Fig. 1: metal layers overlaid
(4 px per um)
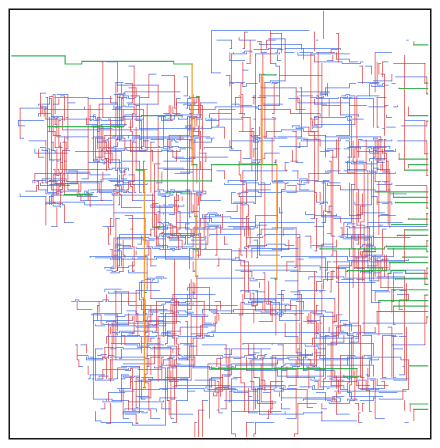
Fig. 2: signal wires on met2
(2 px per um)
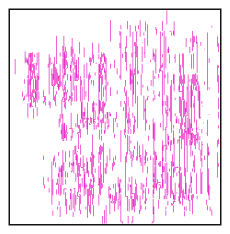
Fig. 3: clock nets
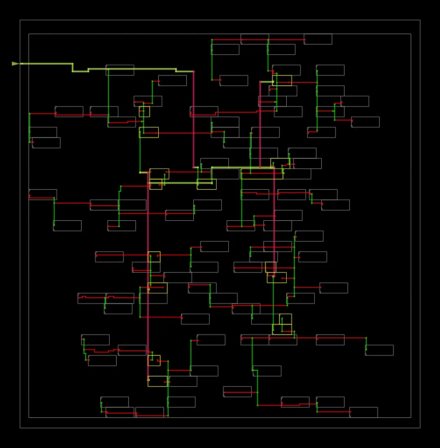
--- src/rtl/console_dl11_pkg.sv ---
// Shared definitions for the DL11 console line: IO page offsets, CSR bit positions
// and the state encoding used by both serial state machines.
package console_dl11_pkg;

   localparam logic [12:0] ADDR_RCSR = 13'o17560;
   localparam logic [12:0] ADDR_RBUF = 13'o17562;
   localparam logic [12:0] ADDR_XCSR = 13'o17564;
   localparam logic [12:0] ADDR_XBUF = 13'o17566;

   localparam int BIT_DONE  = 7;
   localparam int BIT_IE    = 6;
   localparam int BIT_MAINT = 2;
   localparam int BIT_ERR   = 15;
   localparam int BIT_OR    = 14;
   localparam int BIT_FE    = 13;

   // Word index within the 4-register block (iopage_addr[2:1])
   localparam logic [1:0] SEL_RCSR = 2'd0;
   localparam logic [1:0] SEL_RBUF = 2'd1;
   localparam logic [1:0] SEL_XCSR = 2'd2;
   localparam logic [1:0] SEL_XBUF = 2'd3;

   typedef enum logic [1:0] {
      ST_IDLE  = 2'd0,
      ST_START = 2'd1,
      ST_DATA  = 2'd2,
      ST_STOP  = 2'd3
   } uart_state_t;

   // Byte reads return the addressed byte right-justified.
   function automatic logic [15:0] bus_lane(input logic [15:0] word,
                                            input logic byte_op,
                                            input logic hi);
      if (!byte_op)
         return word;
      return hi ? {8'h00, word[15:8]} : {8'h00, word[7:0]};
   endfunction

endpackage

--- src/rtl/dl11_uart.sv ---
// 8N1 transmitter and receiver for the DL11 console, one bit every CLK_DIV clocks.
// The receiver samples at mid-bit after a 2-flop synchronizer.
import console_dl11_pkg::*;

module dl11_uart #(
   parameter int CLK_DIV = 434
) (
   input  logic       clk,
   input  logic       reset,
   input  logic       tx_start,
   input  logic [7:0] tx_data,
   output logic       tx_ready,
   output logic       tx_line,
   input  logic       rx_in,
   output logic       rx_valid,
   output logic [7:0] rx_data,
   output logic       rx_stop
);

   localparam logic [15:0] DIV_LAST  = 16'(CLK_DIV - 1);
   localparam logic [15:0] HALF_LAST = 16'(CLK_DIV / 2 - 1);

   uart_state_t r_tx_state;
   logic [15:0] r_tx_cnt;
   logic [2:0]  r_tx_bit;
   logic [7:0]  r_tx_shift;
   logic        r_tx_line;
   logic        r_tx_ready;

   always_ff @(posedge clk) begin
      if (reset) begin
         r_tx_state <= ST_IDLE;
         r_tx_cnt   <= '0;
         r_tx_bit   <= '0;
         r_tx_shift <= '0;
         r_tx_line  <= 1'b1;
         r_tx_ready <= 1'b1;
      end else begin
         case (r_tx_state)
            ST_IDLE: begin
               if (tx_start) begin
                  r_tx_shift <= tx_data;
                  r_tx_ready <= 1'b0;
                  r_tx_line  <= 1'b0;
                  r_tx_cnt   <= '0;
                  r_tx_state <= ST_START;
               end
            end
            ST_START: begin
               if (r_tx_cnt == DIV_LAST) begin
                  r_tx_cnt   <= '0;
                  r_tx_bit   <= '0;
                  r_tx_line  <= r_tx_shift[0];
                  r_tx_state <= ST_DATA;
               end else begin
                  r_tx_cnt <= r_tx_cnt + 16'd1;
               end
            end
            ST_DATA: begin
               if (r_tx_cnt == DIV_LAST) begin
                  r_tx_cnt <= '0;
                  if (r_tx_bit == 3'd7) begin
                     r_tx_line  <= 1'b1;
                     r_tx_state <= ST_STOP;
                  end else begin
                     r_tx_bit   <= r_tx_bit + 3'd1;
                     r_tx_line  <= r_tx_shift[1];
                     r_tx_shift <= {1'b0, r_tx_shift[7:1]};
                  end
               end else begin
                  r_tx_cnt <= r_tx_cnt + 16'd1;
               end
            end
            ST_STOP: begin
               if (r_tx_cnt == DIV_LAST) begin
                  r_tx_cnt   <= '0;
                  r_tx_ready <= 1'b1;
                  r_tx_state <= ST_IDLE;
               end else begin
                  r_tx_cnt <= r_tx_cnt + 16'd1;
               end
            end
            default: r_tx_state <= ST_IDLE;
         endcase
      end
   end

   assign tx_ready = r_tx_ready;
   assign tx_line  = r_tx_line;

   uart_state_t r_rx_state;
   logic [15:0] r_rx_cnt;
   logic [2:0]  r_rx_bit;
   logic [7:0]  r_rx_shift;
   logic        r_rx_sync1;
   logic        r_rx_sync2;
   logic        r_rx_prev;
   logic        r_rx_valid;
   logic [7:0]  r_rx_data;
   logic        r_rx_stop;
   logic        w_rx_fall;

   assign w_rx_fall = r_rx_prev & ~r_rx_sync2;

   always_ff @(posedge clk) begin
      if (reset) begin
         r_rx_state <= ST_IDLE;
         r_rx_cnt   <= '0;
         r_rx_bit   <= '0;
         r_rx_shift <= '0;
         r_rx_sync1 <= 1'b1;
         r_rx_sync2 <= 1'b1;
         r_rx_prev  <= 1'b1;
         r_rx_valid <= 1'b0;
         r_rx_data  <= '0;
         r_rx_stop  <= 1'b1;
      end else begin
         r_rx_sync1 <= rx_in;
         r_rx_sync2 <= r_rx_sync1;
         r_rx_prev  <= r_rx_sync2;
         r_rx_valid <= 1'b0;
         case (r_rx_state)
            ST_IDLE: begin
               if (w_rx_fall) begin
                  r_rx_cnt   <= '0;
                  r_rx_state <= ST_START;
               end
            end
            ST_START: begin
               // Mid start bit: a high line here was only a glitch
               if (r_rx_cnt == HALF_LAST) begin
                  r_rx_cnt   <= '0;
                  r_rx_bit   <= '0;
                  r_rx_state <= r_rx_sync2 ? ST_IDLE : ST_DATA;
               end else begin
                  r_rx_cnt <= r_rx_cnt + 16'd1;
               end
            end
            ST_DATA: begin
               if (r_rx_cnt == DIV_LAST) begin
                  r_rx_cnt   <= '0;
                  r_rx_shift <= {r_rx_sync2, r_rx_shift[7:1]};
                  if (r_rx_bit == 3'd7)
                     r_rx_state <= ST_STOP;
                  else
                     r_rx_bit <= r_rx_bit + 3'd1;
               end else begin
                  r_rx_cnt <= r_rx_cnt + 16'd1;
               end
            end
            ST_STOP: begin
               if (r_rx_cnt == DIV_LAST) begin
                  r_rx_cnt   <= '0;
                  r_rx_valid <= 1'b1;
                  r_rx_data  <= r_rx_shift;
                  r_rx_stop  <= r_rx_sync2;
                  r_rx_state <= ST_IDLE;
               end else begin
                  r_rx_cnt <= r_rx_cnt + 16'd1;
               end
            end
            default: r_rx_state <= ST_IDLE;
         endcase
      end
   end

   assign rx_valid = r_rx_valid;
   assign rx_data  = r_rx_data;
   assign rx_stop  = r_rx_stop;

endmodule

--- src/rtl/console_dl11.sv ---
// DL11 console line on the IO page (RCSR/RBUF/XCSR/XBUF at 17560..17566): bus decode and CSRs.
// Define DL11_MAINT_EN to implement the XCSR MAINT loopback bit.
import console_dl11_pkg::*;

module console_dl11 #(
   parameter int CLK_DIV = 434
) (
   input  logic        clk,
   input  logic        reset,
   input  logic [12:0] iopage_addr,
   input  logic [15:0] data_in,
   output logic [15:0] data_out,
   output logic        decode,
   input  logic        iopage_rd,
   input  logic        iopage_wr,
   input  logic        iopage_byte_op,
   input  logic        rxd,
   output logic        txd,
   output logic        rx_int,
   output logic        tx_int
);

   logic [1:0]  w_sel;
   logic        w_wr_lo;
   logic        w_rbuf_rd;
   logic        w_tx_start;
   logic        w_tx_ready;
   logic        w_tx_line;
   logic        w_rx_in;
   logic        w_rx_valid;
   logic [7:0]  w_rx_data;
   logic        w_rx_stop;
   logic        w_maint;
   logic [15:0] w_reg;
   logic        w_unused;

   logic        r_rx_done;
   logic        r_rx_ie;
   logic        r_or;
   logic        r_fe;
   logic [7:0]  r_rbuf;
   logic        r_tx_ie;
   logic        r_rx_int;
   logic        r_tx_int;

   assign decode = (iopage_addr[12:3] == ADDR_RCSR[12:3]);
   assign w_sel  = iopage_addr[2:1];

   // All writable bits live in the low byte; odd-address byte writes touch nothing.
   assign w_wr_lo    = iopage_wr & decode & (~iopage_byte_op | ~iopage_addr[0]);
   assign w_rbuf_rd  = iopage_rd & decode & (w_sel == SEL_RBUF);
   assign w_tx_start = w_wr_lo & (w_sel == SEL_XBUF);

   always_comb begin
      w_reg = '0;
      case (w_sel)
         SEL_RCSR: w_reg = {8'h00, r_rx_done, r_rx_ie, 6'b0};
         SEL_RBUF: w_reg = {r_or | r_fe, r_or, r_fe, 5'b0, r_rbuf};
         SEL_XCSR: w_reg = {8'h00, w_tx_ready, r_tx_ie, 3'b0, w_maint, 2'b0};
         default:  w_reg = '0;
      endcase
   end

   assign data_out = (iopage_rd & decode) ? bus_lane(w_reg, iopage_byte_op, iopage_addr[0])
                                          : 16'h0000;

   always_ff @(posedge clk) begin
      if (reset) begin
         r_rx_done <= 1'b0;
         r_rx_ie   <= 1'b0;
         r_or      <= 1'b0;
         r_fe      <= 1'b0;
         r_rbuf    <= '0;
         r_tx_ie   <= 1'b0;
         r_rx_int  <= 1'b0;
         r_tx_int  <= 1'b0;
      end else begin
         if (w_wr_lo && w_sel == SEL_RCSR)
            r_rx_ie <= data_in[BIT_IE];
         if (w_wr_lo && w_sel == SEL_XCSR)
            r_tx_ie <= data_in[BIT_IE];
         // A character landing on the same edge as an RBUF read is not an overrun
         if (w_rx_valid) begin
            r_rbuf    <= w_rx_data;
            r_rx_done <= 1'b1;
            r_fe      <= ~w_rx_stop;
            r_or      <= r_rx_done & ~w_rbuf_rd;
         end else if (w_rbuf_rd) begin
            r_rx_done <= 1'b0;
            r_or      <= 1'b0;
            r_fe      <= 1'b0;
         end
         r_rx_int <= r_rx_ie & r_rx_done;
         r_tx_int <= r_tx_ie & w_tx_ready;
      end
   end

`ifdef DL11_MAINT_EN
   logic r_maint;

   always_ff @(posedge clk) begin
      if (reset)
         r_maint <= 1'b0;
      else if (w_wr_lo && w_sel == SEL_XCSR)
         r_maint <= data_in[BIT_MAINT];
   end

   assign w_maint = r_maint;
`else
   assign w_maint = 1'b0;
`endif

   // Loopback: receiver listens to the internal tx line while the pin idles high
   assign w_rx_in = w_maint ? w_tx_line : rxd;
   assign txd     = w_tx_line | w_maint;
   assign rx_int  = r_rx_int;
   assign tx_int  = r_tx_int;
   assign w_unused = ^data_in;

   dl11_uart #(
      .CLK_DIV (CLK_DIV)
   ) u_uart (
      .clk      (clk),
      .reset    (reset),
      .tx_start (w_tx_start),
      .tx_data  (data_in[7:0]),
      .tx_ready (w_tx_ready),
      .tx_line  (w_tx_line),
      .rx_in    (w_rx_in),
      .rx_valid (w_rx_valid),
      .rx_data  (w_rx_data),
      .rx_stop  (w_rx_stop)
   );

endmodule

--- config.mk ---
export PLATFORM = sky130hd
export DESIGN_NAME = console_dl11
export DESIGN_NICKNAME = d
export VERILOG_FILES = /design/src/rtl/console_dl11_pkg.sv /design/src/rtl/dl11_uart.sv /design/src/rtl/console_dl11.sv
export SDC_FILE = /design/constraint.sdc
export NUM_CORES = 1
export LEC_CHECK = 0
export ABC_CLOCK_PERIOD_IN_PS = 2900
export CAP_MARGIN = 15
export CORE_AREA = 2 2 103 105
export CTS_CLUSTER_DIAMETER = 60
export DETAILED_ROUTE_END_ITERATION = 16
export DIE_AREA = 0 0 105 107
export GPL_TIMING_DRIVEN = 0
export PLACE_DENSITY = 0.66
export SLEW_MARGIN = 20
export SYNTH_ARGS = -nofsm -noshare
export SYNTH_HDL_FRONTEND = slang
export SYNTH_HIERARCHICAL = 1
export SYNTH_SLANG_ARGS = --single-unit
--- constraint.sdc ---
create_clock -name clk -period 2.9 [get_ports clk]
set_clock_uncertainty 0.1 [all_clocks]
set_input_delay 0.58 -clock clk [delete_from_list [all_inputs] [get_ports clk]]
set_output_delay 0.58 -clock clk [all_outputs]
set_load 0.02 [all_outputs]
==> reports/metrics.csv <==
stage,metric,value,unit
outcome,status,completed,
synthesis,Synth area leader,dfxtp_1,
setup_path,worst r2r path cells,7,
grt,met2 Use GR,0.281,
min_path,HP Class,reg2reg,
layout,n_diodes,0,
power,PwrDens,425,nW/um2
sta,Worst slew margin,0.374,
synthesis,"EDFF count, synth",0,
routing,Detailed Routing Iterations Pass 1,5,
setup_path,critical path startpoint,iopage_addr[4],
sta,Setup TNS,0,ps
placement,placed cell areas,5040,um2
floorplan,Top Ports,55,
sta,Fin Hold WS,322,ps
layout,nets,612,
floorplan,row cnt,37,
layout,fraction of layout cells with a size suffix above 1,0.123,
layout,post-route cell area,5290,um2
grt,first-pass GRT wire length,16.0,mm
clock_network,CTS tree,done,
layout,Synth-to-Final Area Change,18.7,%
synthesis,ys flop type,dfxtp_1,
About Fig. 1:
| colour | layer | wire length |
|---|---|---|
| green | met3 | 437 um |
| red | met2 | 4280 um |
| orange | met4 | 184 um |
| blue | met1 | 4630 um |

About Fig. 2:
longest straight run: 37.4 um
nets with wire on the layer: 494
main direction: vertical
wire length on this layer: 4280 um
share of all routed wire: 45%

About Fig. 3:
clock buffer count: 9
CTS Buf Count: 9
clk sinks: 88
Flops: 88

## critical path, cell delays in order
cell and delay [ps]:
dlygate4sd2_1 210, nand4b_1 220, or4_4 660, buf_4 170, nor3_2 140, buf_4 160
## cell type report
type                            count  area [um2]  share of cell area
Multi-Input combinational cell    369        2530               0.479
Sequential cell                    88        1760               0.333
Timing Repair Buffer               46         414              0.0783
Tap cell                          136         170              0.0322
Buffer                             29         134              0.0253
Clock buffer                        9         124              0.0234
Clock inverter                      7        80.1              0.0151
Inverter                           19        71.3              0.0135
## cells by family (layout without fill, tap and decap cells)
| kind of cell | after synthesis | count (layout) | share of synthesized area |
|---|---|---|---|
| flip-flops | 88 | 88 | 0.396 |
| buffers and inverters | 49 | 110 | 0.0483 |
| XOR/XNOR | 12 | 12 | 0.0236 |
| AND-OR/OR-AND | 89 | 89 | 0.135 |
| other | 1 | 5 | 0.000842 |
| adder cells (fa/ha/maj) | 15 | 15 | 0.0421 |
| multiplexers | 40 | 40 | 0.0899 |
| AND/OR/NAND/NOR | 208 | 208 | 0.265 |
## layout by cell type (no fill, tap or decap), types with 14 or more instances in the layout
cell             synthesis  layout
nand3_1                 15      15
clkdlybuf4s50_1          0      18
dfxtp_1                 88      88
inv_1                   19      19
a21oi_1                 26      26
ha_1                    15      15
mux2i_1                 40      40
clkbuf_1                20      19
nand2_1                 35      34
a31oi_1                 14      14
nor2_1                  59      59
## metal layers
| layer | vias to the layer above | routed length, um |
|---|---|---|
| li1 | 1911 | - |
| met3 | 14 | 436 |
| met5 | - | 0 |
| met1 | 1732 | 4630 |
| met4 | 0 | 183 |
| met2 | 83 | 4280 |
## where the power goes
part	total, mW	switching [mW]	internal, mW
combinational	0.157	0.0901	0.0672
clock	0.871	0.464	0.407
sequential	1.22	0.00713	1.21
total	2.25	0.561	1.69
Power and IR drop assume default switching activity.
